## src/rtl/vga_text_console_writer.sv

```systemverilog
// Text-buffer producer for the 80x30 VGA text renderer: consumes an ASCII stream,
// tracks the cursor and maintains the 600-word glyph buffer (clear, write, scroll).
module vga_text_console_writer #(
  parameter int          H_CHAR_CNT = 80,
  parameter int          V_CHAR_CNT = 30,
  parameter int          BUF_WORDS  = 600,
  parameter logic [7:0]  FILL_CHAR  = 8'h20
) (
  input  logic        dri_clk,
  input  logic        rst,
  // Handshake: a character transfers on a rising edge where ch_valid && ch_ready;
  // ch_data must be held stable while ch_valid is high and ch_ready is low.
  input  logic        ch_valid,
  input  logic [7:0]  ch_data,
  output logic        ch_ready,
  input  logic        clr_req,
  output logic        buf_we,
  output logic [9:0]  buf_waddr,
  output logic [31:0] buf_wdata,
  output logic [3:0]  buf_wbe,
  output logic [9:0]  buf_raddr,
  input  logic [31:0] buf_rdata,
  output logic [6:0]  cur_x,
  output logic [4:0]  cur_y,
  output logic        busy,
  output logic [2:0]  dbg_state_o
);

  typedef enum logic [2:0] {
    S_CLEAR = 3'd0,
    S_IDLE  = 3'd1,
    S_WCHR  = 3'd2,
    S_SC_RD = 3'd3,
    S_SC_WR = 3'd4,
    S_FILL  = 3'd5
  } state_t;

  localparam logic [6:0] LAST_COL  = 7'(H_CHAR_CNT - 1);
  localparam logic [4:0] LAST_ROW  = 5'(V_CHAR_CNT - 1);
  localparam logic [9:0] ROW_WORDS = 10'(H_CHAR_CNT / 4);
  localparam logic [9:0] CLR_END   = 10'(BUF_WORDS);
  localparam logic [9:0] WORD_LAST = 10'(BUF_WORDS - 1);
  localparam logic [9:0] COPY_LAST = 10'(BUF_WORDS - H_CHAR_CNT / 4 - 1);
  localparam logic [31:0] FILL_WORD = {4{FILL_CHAR}};

  state_t      state_q;
  logic [9:0]  cnt_q;
  logic [6:0]  cur_x_q;
  logic [4:0]  cur_y_q;
  logic        scroll_q;
  logic        we_q;
  logic [9:0]  waddr_q;
  logic [31:0] wdata_q;
  logic [3:0]  wbe_q;
  logic [9:0]  raddr_q;

  // Decode of the character offered this cycle (used only on accept).
  logic [6:0]  cur_x_d;
  logic [4:0]  cur_y_d;
  logic        acc_wr;
  logic        acc_scroll;
  logic [7:0]  acc_code;
  logic [6:0]  wr_x;
  logic [4:0]  wr_y;
  logic [11:0] wr_idx;

  always_comb begin
    cur_x_d    = cur_x_q;
    cur_y_d    = cur_y_q;
    acc_wr     = 1'b0;
    acc_scroll = 1'b0;
    acc_code   = ch_data;
    wr_x       = cur_x_q;
    wr_y       = cur_y_q;
    case (ch_data)
      8'h0D: cur_x_d = 7'd0;
      8'h0A: begin
        cur_x_d = 7'd0;
        if (cur_y_q < LAST_ROW) cur_y_d = cur_y_q + 5'd1;
        else                    acc_scroll = 1'b1;
      end
      8'h08: begin
        acc_code = FILL_CHAR;
        if (cur_x_q != 7'd0) begin
          cur_x_d = cur_x_q - 7'd1;
          acc_wr  = 1'b1;
        end else if (cur_y_q != 5'd0) begin
          cur_x_d = LAST_COL;
          cur_y_d = cur_y_q - 5'd1;
          acc_wr  = 1'b1;
        end
        // Backspace erases at the cell the cursor moves back onto.
        wr_x = cur_x_d;
        wr_y = cur_y_d;
      end
      default: begin
        acc_wr = 1'b1;
        if (cur_x_q < LAST_COL) begin
          cur_x_d = cur_x_q + 7'd1;
        end else begin
          cur_x_d = 7'd0;
          if (cur_y_q < LAST_ROW) cur_y_d = cur_y_q + 5'd1;
          else                    acc_scroll = 1'b1;
        end
      end
    endcase
    wr_idx = 12'(wr_y) * 12'(H_CHAR_CNT) + 12'(wr_x);
  end

  always_ff @(posedge dri_clk) begin
    if (rst) begin
      state_q  <= S_CLEAR;
      cnt_q    <= '0;
      cur_x_q  <= '0;
      cur_y_q  <= '0;
      scroll_q <= 1'b0;
      we_q     <= 1'b0;
      waddr_q  <= '0;
      wdata_q  <= '0;
      wbe_q    <= '0;
      raddr_q  <= '0;
    end else begin
      case (state_q)
        S_CLEAR: begin
          if (cnt_q != CLR_END) begin
            we_q    <= 1'b1;
            waddr_q <= cnt_q;
            wdata_q <= FILL_WORD;
            wbe_q   <= 4'hF;
            cnt_q   <= cnt_q + 10'd1;
          end else begin
            we_q    <= 1'b0;
            cnt_q   <= '0;
            state_q <= S_IDLE;
          end
        end
        S_IDLE: begin
          we_q <= 1'b0;
          if (clr_req) begin
            state_q <= S_CLEAR;
            cnt_q   <= '0;
            cur_x_q <= '0;
            cur_y_q <= '0;
          end else if (ch_valid) begin
            cur_x_q <= cur_x_d;
            cur_y_q <= cur_y_d;
            if (acc_wr) begin
              state_q  <= S_WCHR;
              we_q     <= 1'b1;
              waddr_q  <= wr_idx[11:2];
              wdata_q  <= {4{acc_code}};
              wbe_q    <= 4'b0001 << wr_idx[1:0];
              scroll_q <= acc_scroll;
            end else if (acc_scroll) begin
              state_q <= S_SC_RD;
              cnt_q   <= '0;
              raddr_q <= ROW_WORDS;
            end
          end
        end
        S_WCHR: begin
          we_q <= 1'b0;
          if (scroll_q) begin
            state_q  <= S_SC_RD;
            scroll_q <= 1'b0;
            cnt_q    <= '0;
            raddr_q  <= ROW_WORDS;
          end else begin
            state_q <= S_IDLE;
          end
        end
        S_SC_RD: begin
          // Read data for word cnt_q+ROW_WORDS arrives while in SC_WR.
          state_q <= S_SC_WR;
          we_q    <= 1'b1;
          waddr_q <= cnt_q;
          wbe_q   <= 4'hF;
        end
        S_SC_WR: begin
          if (cnt_q == COPY_LAST) begin
            state_q <= S_FILL;
            cnt_q   <= cnt_q + 10'd1;
            waddr_q <= cnt_q + 10'd1;
            wdata_q <= FILL_WORD;
          end else begin
            state_q <= S_SC_RD;
            we_q    <= 1'b0;
            cnt_q   <= cnt_q + 10'd1;
            raddr_q <= cnt_q + 10'd1 + ROW_WORDS;
          end
        end
        S_FILL: begin
          if (cnt_q == WORD_LAST) begin
            state_q <= S_IDLE;
            we_q    <= 1'b0;
            cnt_q   <= '0;
          end else begin
            cnt_q   <= cnt_q + 10'd1;
            waddr_q <= cnt_q + 10'd1;
          end
        end
        default: begin
          state_q <= S_CLEAR;
          cnt_q   <= '0;
          we_q    <= 1'b0;
        end
      endcase
    end
  end

  assign ch_ready    = (state_q == S_IDLE) && !clr_req;
  assign busy        = (state_q != S_IDLE) && (state_q != S_WCHR);
  assign buf_we      = we_q;
  assign buf_waddr   = waddr_q;
  assign buf_wdata   = (state_q == S_SC_WR) ? buf_rdata : wdata_q;
  assign buf_wbe     = wbe_q;
  assign buf_raddr   = raddr_q;
  assign cur_x       = cur_x_q;
  assign cur_y       = cur_y_q;
  assign dbg_state_o = state_q;

endmodule
```

## config.mk

```make
export PLATFORM = sky130hd
export DESIGN_NAME = vga_text_console_writer
export DESIGN_NICKNAME = d
export VERILOG_FILES = /design/src/rtl/vga_text_console_writer.sv
export SDC_FILE = /design/constraint.sdc
export NUM_CORES = 1
export LEC_CHECK = 0
export CORE_MARGIN = 2
export CORE_UTILIZATION = 50
export CTS_CLUSTER_DIAMETER = 100
export DETAILED_ROUTE_END_ITERATION = 6
export PLACE_DENSITY_LB_ADDON = 0.25
export RECOVER_POWER = 25
export SLEW_MARGIN = 0
export SYNTH_ARGS = -nofsm -noshare
export SYNTH_HDL_FRONTEND = slang
export SYNTH_SLANG_ARGS = --single-unit
```

## constraint.sdc

```tcl
create_clock -name dri_clk -period 4.8 [get_ports dri_clk]
set_input_delay 0.96 -clock dri_clk [delete_from_list [all_inputs] [get_ports dri_clk]]
set_output_delay 0.96 -clock dri_clk [all_outputs]
set_load 0.02 [all_outputs]
```

==> results.tsv <==
metric	value	unit
io_pins	118	
ys_warn_count	0	
synth_area	4560	um2
r2r_end	buf_waddr[8]	
min_path_cells	2	
clock_sinks	59	
async_reset_ff_share	0	%
worst_pin_slew	925	ps
cts_root_buffer	clkbuf_8	
grt_pass1_wl	23400	um
synth-main-ff-cell	dfxtp_1	
status	completed	
cp_slowest_cell	or4_1	
hp-class	reg -> reg	
max_stage_delay	580	ps
required	5070	ps
ant_nets	0	
drtPass1Iterations	5	
ir_drop	114	uV
r2r-start	cur_x[0]	
place.gp.congestion	0.925	
ys_cells	599	
worstHoldStart	buf_raddr[4]	
end_kind	flip-flop	
crit_path_end	buf_waddr[8]	
first_global_vias	4733	
syn_to_final_growth	31.6	%
grt_max_degree	39	
path_clk_slew	70	ps
hold_violations	0	
holdBufCountCts	0	
cap_violations	0	
avgSynthCellArea	7.62	um2
crit_chain	clkdlybuf4s50_1 > or4_1 > or4_4 > or2_2 > nand2_1 > o41ai_1 > ha_1 > ha_1 > fa_1 > xor2_1 > o2111ai_1 > xnor2_1 > xnor2_1 > nand2_1 > a31oi_1	
fin_tns_setup	0	ps
slew_violations	0	
reg2reg_slack	580	ps
fillers	737	
drc_errors	0	
grt.overflow.total	0	
chipArea	9910	um2
edf_count	0	
numCtsBuffers	9	
drt_iter0_markers	459	
warnings	30	
worst_hold_path.endpoint	buf_raddr[4]	
fin_crit	4580	ps
criticalPathCategory	in -> reg	
max_freq	0.219	GHz
nNetsFinal	763	
## Yosys cell counts (4+ instances only)
cell | n | share of area (%)
dfxtp_1 | 59 | 26
nor2_1 | 55 | 4.5
o21ai_0 | 44 | 4.8
a21oi_1 | 43 | 4.7
a21o_1 | 39 | 6.4
clkbuf_1 | 38 | 3.1
nand2_1 | 33 | 2.7
nor3_1 | 18 | 2.0
inv_1 | 17 | 1.4
ha_1 | 16 | 4.4
nand3_1 | 16 | 1.8
and2_1 | 13 | 1.8
nand4_1 | 13 | 1.8
xnor2_1 | 13 | 2.5
xor2_1 | 12 | 2.3
a31oi_1 | 11 | 1.5
a211oi_1 | 10 | 1.6
a22o_1 | 10 | 1.9
o31ai_1 | 8 | 1.3
a22oi_1 | 6 | 0.99
and3_1 | 6 | 0.82
a311oi_1 | 5 | 0.96
a32oi_1 | 5 | 0.96
and4_1 | 5 | 0.96
nor2b_1 | 5 | 0.69
o211ai_1 | 5 | 0.82
o21a_1 | 5 | 0.82
or2_2 | 5 | 0.69
a221oi_1 | 4 | 0.77
a41oi_1 | 4 | 0.77
nand2b_1 | 4 | 0.55
o22ai_1 | 4 | 0.55
## stage by stage
stage | instances | area (um2) | power (mW) | worst slack, ps
after floorplan | 599 | 4560 | 0.556 | 544
after global placement | 798 | 5840 | 0.623 | 51.3
after detailed placement | 798 | 5840 | 0.625 | -97.3
after CTS | 813 | 6000 | 1.03 | 248
after global routing | 813 | 6000 | 1.05 | 43.8
final | 814 | 6010 | 1.02 | 224
## area by class of cell
class                           count  area, um2  share of cell area (%)
Multi-Input combinational cell    479       3150                    52.4
Timing Repair Buffer              135       1310                    21.7
Sequential cell                    59       1180                    19.7
Clock buffer                       10        138                    2.29
Tap cell                          108        135                    2.25
Inverter                           17       63.8                    1.06
Clock inverter                      5       30.0                   0.500
Antenna cell                        1       2.50                  0.0417
## cell families after synthesis
kind of cell,after synthesis,synth area share [%]
multiplexers,3,0.685
AND-OR/OR-AND,235,35.3
buffers and inverters,61,5.26
flip-flops,59,25.9
XOR/XNOR,25,4.80
AND/OR/NAND/NOR,198,22.8
adder cells (fa/ha/maj),18,5.26
## metal layers
| layer | vias up | part of all wire [%] |
|---|---|---|
| li1 | 2462 | - |
| met1 | 2388 | 40 |
| met2 | 262 | 48 |
| met3 | 43 | 9.0 |
| met4 | 0 | 2.7 |
| met5 | - | 0 |
## where the power goes
| group | internal (mW) | total [mW] | switching [mW] | leakage [nW] |
|---|---|---|---|---|
| combinational | 0.0571 | 0.111 | 0.0542 | 2.01 |
| clock | 0.195 | 0.410 | 0.214 | 0.0839 |
| sequential | 0.496 | 0.503 | 0.00751 | 0.478 |
| total | 0.748 | 1.02 | 0.276 | 2.58 |
## flip-flops by register name, indices dropped and copies added (netlist names)
register and flops:
buf_raddr 10, buf_waddr 10, buf_wbe 4, buf_we 1
cnt_q 10, cur_x 7, cur_y 5, dbg_state_o 3
scroll_q 1, wdata_q 8
## critical path: cells and delay by family
| kind | cells | cell delay, ps |
|---|---|---|
| buffers and inverters | 1 | 430 |
| AND/OR/NAND/NOR | 5 | 1600 |
| adder cells (fa/ha/maj) | 3 | 840 |
| AND-OR/OR-AND | 3 | 440 |
| XOR/XNOR | 3 | 570 |
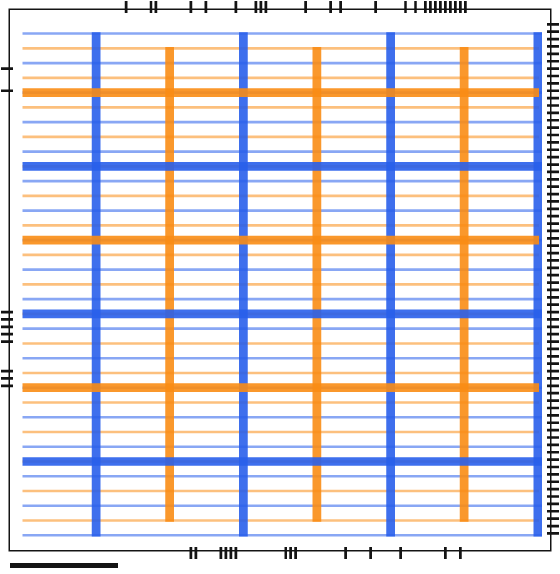
*Floorplan with the power grid*
Bar = 20 um. Pins as bars on the die edge.
- orange: VDD
- blue: VSS
- met4 straps: 7
- met5 straps: 6
- rows: 34
- signal pins: 118
core area: 8810 um2
Die Width: 99.5 um
chip height: 99.5 um

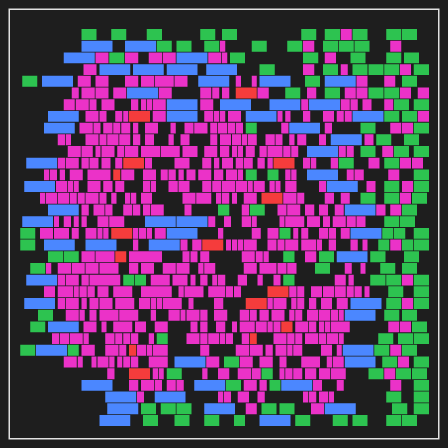
*Cells colored by class*
- red: clock drivers and dummy loads (cells 15)
- magenta: combinational and other logic (cells 496)
- blue: sequential cells (cells 59)
- green: remaining buffers and delay cells (cells 135)
post-route cell area: 6010 um2
Site Rows: 34

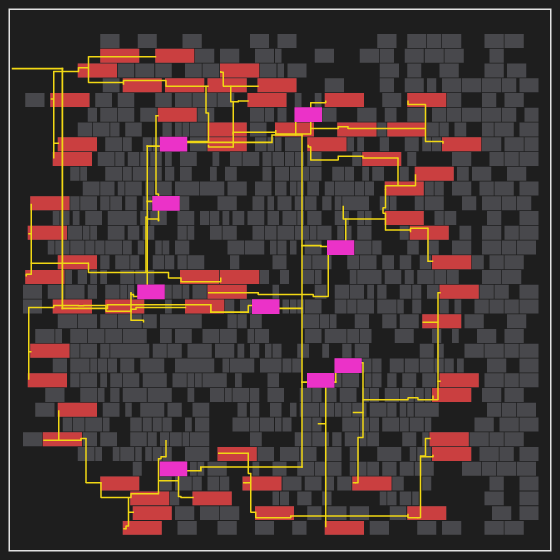
*Clock distribution*
- magenta: clock drivers (count 9)
- yellow: clock wires (length 928 um)
- red: flip-flops (count 59)
- flops lie: widely spread
- routed clock nets: 10
Setup Skew: 11.5 ps
clock power share: 40.0%
clk pwr: 0.410 mW
clk_lat worst skew: 350 ps

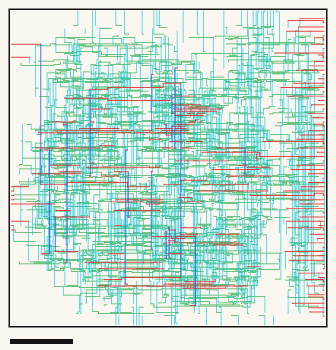
*Metal layers overlaid*
Bar = 20 um.
- red: metal 3 (wire length 1360 um)
- blue: metal 4 (wire length 408 um)
- cyan: metal 2 (wire length 7250 um)
- green: metal 1 (wire length 6080 um)
via count: 5155
Routed WL: 15100 um
Total GRT Usage: 29.3%
Avg WL per Cell: 18.5 um

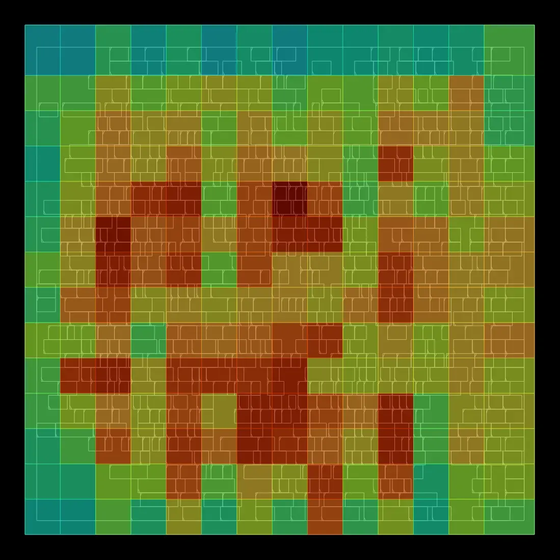
*Track usage over the die*
met2 usage: 49.8%
layer carrying the most global-route usage: met2
met1 usage: 35.8%
Finished Core Util: 68.2%
GRT met3 Usage: 5.76%

Power figures rest on the tool's default switching activity, not on a simulated workload.
